[config.mk]
export PLATFORM = sky130hd
export DESIGN_NAME = pixel_walk_addr_gen_flat
export DESIGN_NICKNAME = d
export VERILOG_FILES = /design/src/rtl/julia_addr_pkg.sv /design/src/rtl/pixel_walk_addr_gen_if.sv /design/src/rtl/start_addr_calc.sv /design/src/rtl/pixel_walk_addr_gen.sv /design/src/flat_wrapper.sv
export SDC_FILE = /design/constraint.sdc
export NUM_CORES = 1
export LEC_CHECK = 0
export ABC_AREA = 1
export CORE_MARGIN = 3
export CORE_UTILIZATION = 60
export CTS_CLUSTER_DIAMETER = 50
export DETAILED_ROUTE_END_ITERATION = 8
export GPL_TIMING_DRIVEN = 0
export PLACE_DENSITY_LB_ADDON = 0.15
export SLEW_MARGIN = 15
export SYNTH_ARGS = -nofsm -noshare
export SYNTH_HDL_FRONTEND = slang
export SYNTH_SLANG_ARGS = --single-unit
[constraint.sdc]
create_clock -name clk -period 8 [get_ports clk]
set_clock_uncertainty 0.1 [all_clocks]
set_input_delay 2.4 -clock clk [delete_from_list [all_inputs] [get_ports clk]]
set_output_delay 2.4 -clock clk [all_outputs]
set_load 0.05 [all_outputs]
[src/rtl/julia_addr_pkg.sv]
// Shared types and constants for the framebuffer pixel-walk address generator.
package julia_addr_pkg;

  localparam int ADDR_W_DEF  = 32;
  localparam int COORD_W_DEF = 10;

  localparam logic [1:0] PIX_8BPP  = 2'd0;
  localparam logic [1:0] PIX_16BPP = 2'd1;
  localparam logic [1:0] PIX_32BPP = 2'd2;
  localparam logic [1:0] PIX_64BPP = 2'd3;

  typedef enum logic [1:0] {IDLE, SETUP, RUN, DONE} state_t;

endpackage

[src/rtl/pixel_walk_addr_gen_if.sv]
// Address beat stream from the generator to the pixel write master.
interface pixel_walk_addr_gen_if #(
  parameter int ADDR_W  = 32,
  parameter int COORD_W = 10
);
  logic               out_valid;
  logic               out_ready;
  logic [ADDR_W-1:0]  out_addr;
  logic [COORD_W-1:0] out_x;
  logic [COORD_W-1:0] out_y;
  logic               out_last;

  modport master (output out_valid, out_addr, out_x, out_y, out_last, input out_ready);
  modport slave  (input out_valid, out_addr, out_x, out_y, out_last, output out_ready);
endinterface

[src/rtl/start_addr_calc.sv]
// Tile origin byte address: offset + ((y0*frame_width + x0) << pixel_shift), mod 2^ADDR_W.
module start_addr_calc #(
  parameter int ADDR_W  = 32,
  parameter int COORD_W = 10
) (
  input  logic [COORD_W-1:0] x0,
  input  logic [COORD_W-1:0] y0,
  input  logic [COORD_W-1:0] frame_width,
  input  logic [1:0]         pixel_shift,
  input  logic [ADDR_W-1:0]  offset,
  output logic [ADDR_W-1:0]  start_addr
);
  logic [ADDR_W-1:0] lin;

  assign lin        = ADDR_W'(y0) * ADDR_W'(frame_width) + ADDR_W'(x0);
  assign start_addr = offset + (lin << pixel_shift);
endmodule

[src/rtl/pixel_walk_addr_gen.sv]
// Walks a rectangular tile in raster order, one framebuffer byte address per beat.
module pixel_walk_addr_gen
  import julia_addr_pkg::*;
#(
  parameter int ADDR_W  = ADDR_W_DEF,
  parameter int COORD_W = COORD_W_DEF
) (
  input  logic               clk,
  input  logic               n_rst,
  input  logic               start,
  input  logic [COORD_W-1:0] x0,
  input  logic [COORD_W-1:0] y0,
  input  logic [COORD_W-1:0] width,
  input  logic [COORD_W-1:0] height,
  input  logic [COORD_W-1:0] frame_width,
  input  logic [1:0]         pixel_shift,
  input  logic [ADDR_W-1:0]  offset,
  output logic               busy,
  output logic               done,
  output logic               err,
  pixel_walk_addr_gen_if.master os
);
  state_t state_q, state_d;

  logic [COORD_W-1:0] x0_q, y0_q, xe_q, ye_q, fw_q;
  logic [1:0]         sh_q;
  logic [ADDR_W-1:0]  off_q, row_base_q, start_addr, stride, step;
  logic [COORD_W-1:0] x_inc, y_inc;
  logic               illegal;

  start_addr_calc #(.ADDR_W(ADDR_W), .COORD_W(COORD_W)) u_calc (
    .x0(x0_q), .y0(y0_q), .frame_width(fw_q), .pixel_shift(sh_q),
    .offset(off_q), .start_addr(start_addr)
  );

  assign illegal = (width == '0) || (height == '0);
  assign stride  = ADDR_W'(fw_q) << sh_q;
  assign step    = ADDR_W'(1) << sh_q;
  assign x_inc   = os.out_x + COORD_W'(1);
  assign y_inc   = os.out_y + COORD_W'(1);

  always_ff @(posedge clk or negedge n_rst) begin
    if (!n_rst) state_q <= IDLE;
    else        state_q <= state_d;
  end

  always_comb begin
    state_d = state_q;
    busy    = 1'b0;
    done    = 1'b0;
    case (state_q)
      IDLE:  if (start && !illegal) state_d = SETUP;
      SETUP: begin busy = 1'b1; state_d = RUN; end
      RUN: begin
        busy = 1'b1;
        if (os.out_valid && os.out_ready && os.out_last) state_d = DONE;
      end
      DONE:  begin done = 1'b1; state_d = IDLE; end
      default: state_d = IDLE;
    endcase
  end

  always_ff @(posedge clk or negedge n_rst) begin
    if (!n_rst) begin
      x0_q <= '0; y0_q <= '0; xe_q <= '0; ye_q <= '0; fw_q <= '0; sh_q <= '0;
      off_q <= '0; row_base_q <= '0; err <= 1'b0;
      os.out_valid <= 1'b0; os.out_last <= 1'b0;
      os.out_addr <= '0; os.out_x <= '0; os.out_y <= '0;
    end else begin
      err <= 1'b0;
      case (state_q)
        IDLE: if (start) begin
          x0_q  <= x0;
          y0_q  <= y0;
          xe_q  <= x0 + width - COORD_W'(1);
          ye_q  <= y0 + height - COORD_W'(1);
          fw_q  <= frame_width;
          sh_q  <= pixel_shift;
          off_q <= offset;
          err   <= illegal;
        end
        SETUP: row_base_q <= start_addr;
        RUN: begin
          // First RUN cycle primes the output register from the stored row base.
          if (!os.out_valid) begin
            os.out_valid <= 1'b1;
            os.out_addr  <= row_base_q;
            os.out_x     <= x0_q;
            os.out_y     <= y0_q;
            os.out_last  <= (x0_q == xe_q) && (y0_q == ye_q);
          end else if (os.out_ready) begin
            if (os.out_last) begin
              os.out_valid <= 1'b0;
              os.out_last  <= 1'b0;
            end else if (os.out_x == xe_q) begin
              os.out_x    <= x0_q;
              os.out_y    <= y_inc;
              row_base_q  <= row_base_q + stride;
              os.out_addr <= row_base_q + stride;
              os.out_last <= (x0_q == xe_q) && (y_inc == ye_q);
            end else begin
              os.out_x    <= x_inc;
              os.out_addr <= os.out_addr + step;
              os.out_last <= (x_inc == xe_q) && (os.out_y == ye_q);
            end
          end
        end
        default: ;
      endcase
    end
  end
endmodule

[src/flat_wrapper.sv]
// flat-port wrapper written by rule: the top's interface ports become plain ports
module pixel_walk_addr_gen_flat import julia_addr_pkg::*;
#(
  parameter int ADDR_W  = ADDR_W_DEF,
  parameter int COORD_W = COORD_W_DEF
)
  (clk, n_rst, start, x0, y0, width, height, frame_width, pixel_shift, offset, busy, done, err, os_out_valid, os_out_addr, os_out_x, os_out_y, os_out_last, os_out_ready);
  pixel_walk_addr_gen_if #(.ADDR_W(ADDR_W), .COORD_W(COORD_W)) os_i ();
  input  logic clk;
  input  logic n_rst;
  input  logic start;
  input  logic [COORD_W-1:0] x0;
  input  logic [COORD_W-1:0] y0;
  input  logic [COORD_W-1:0] width;
  input  logic [COORD_W-1:0] height;
  input  logic [COORD_W-1:0] frame_width;
  input  logic [1:0] pixel_shift;
  input  logic [ADDR_W-1:0] offset;
  output logic busy;
  output logic done;
  output logic err;
  output wire logic [$bits(os_i.out_valid)-1:0] os_out_valid;
  output wire logic [$bits(os_i.out_addr)-1:0] os_out_addr;
  output wire logic [$bits(os_i.out_x)-1:0] os_out_x;
  output wire logic [$bits(os_i.out_y)-1:0] os_out_y;
  output wire logic [$bits(os_i.out_last)-1:0] os_out_last;
  input wire logic [$bits(os_i.out_ready)-1:0] os_out_ready;
  assign os_out_valid = os_i.out_valid;
  assign os_out_addr = os_i.out_addr;
  assign os_out_x = os_i.out_x;
  assign os_out_y = os_i.out_y;
  assign os_out_last = os_i.out_last;
  assign os_i.out_ready = os_out_ready;
  pixel_walk_addr_gen #(.ADDR_W(ADDR_W), .COORD_W(COORD_W)) u_core (.clk(clk), .n_rst(n_rst), .start(start), .x0(x0), .y0(y0), .width(width), .height(height), .frame_width(frame_width), .pixel_shift(pixel_shift), .offset(offset), .busy(busy), .done(done), .err(err), .os(os_i));
endmodule
Fig. 1: metal 4
(2 px per um) Supply wires on this layer in grey.
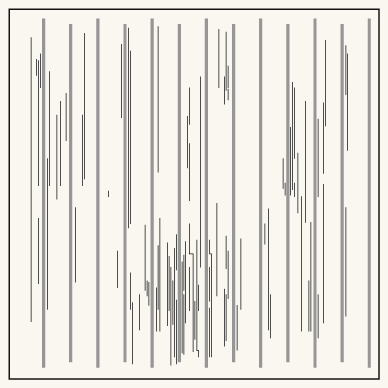
wire length on this layer = 3120 um
nets with wire on the layer = 75

==> Table 3: Implementation characteristics <==
Table: implementation figures

Parameter                              Value

Outcome
  Result of the run    finished, final reports clean

Placement
  Hpwl dp    51500 um

Critical path
  Worst reg2reg endpoint    u_core.row_base_q[30]
  Launching instance or port of the critical path    u_core.y0_q[5]
  Minimum setup slack among reg-to-reg paths    0.53 ns

STA
  Worst hold slack after final layout    0.402 ns
  # setup viols final    0
  Tightest slew margin relative to the limit    0.305
  Count of pins over their slew limit    0
  Number of endpoints with negative hold slack in the final report    0

Die
  # Taps    396
  Overall chip area    33900 um2
  Die height    184 um
  Core ar.    30900 um2

Route
  Routed vias    20495
  Detailed route wirelength on metal3    6330 um
  Final ANT Viol Nets    0

Worst hold path
  Hold EP    u_core.off_q[22]
  Hold Crit Class    flop to flop

Global routing
  Met2 track demand over resource in global routing    0.605
  Wire length of the first global-routing pass    103000 um
  Vias in the first global route    19653

Yosys
  Yosys stat chip area    19000 um2
  Count of unique library cells instantiated by Yosys    50
  Count leader, synth    nand2_1
  Share of flip-flops with an asynchronous set or reset    1.00
  Floorplan Nets    3264
  Top cell type by total area after synthesis    dfrtp_1

Final layout
  Multi-Input Combinational    2174
  Fraction of area in registers    0.201
  Most common logic cell in the routed design    nand2_1
  Most frequent cells in the layout    nand2_1 (947), inv_1 (513), nand3_1 (278)
  Clock buf count    20
Fig. 2: routing congestion
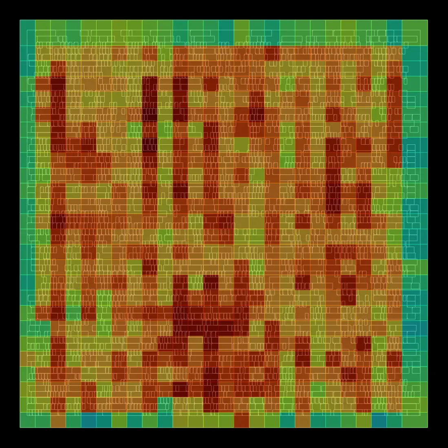
Global Route met1 Usage: 0.523
global routing usage summed across all routing layers: 0.385
post-layout utilization of the core: 0.698

kinds of logic after synthesis:
logic type,Yosys count,share of synthesized area
xor gates and xnor gates,77,0.0358
and+or+nand+nor,1526,0.335
buffers and inverters,607,0.124
muxes,4,0.00210
adders and majority gates,222,0.177
AOI/OAI and AO/OA,345,0.0992
DFF,173,0.228
per-stage QoR:
step                      instances   util  area (um2)  worst slack [ns]
after floorplan                2954      -       19000              1.81
after global placement         3494  0.678       21000             -2.85
after detailed placement       3495  0.679       21000             0.651
after CTS                      3527  0.698       21600             0.655
after global routing           3527  0.698       21600            0.0187
final                          3527  0.698       21600             0.528
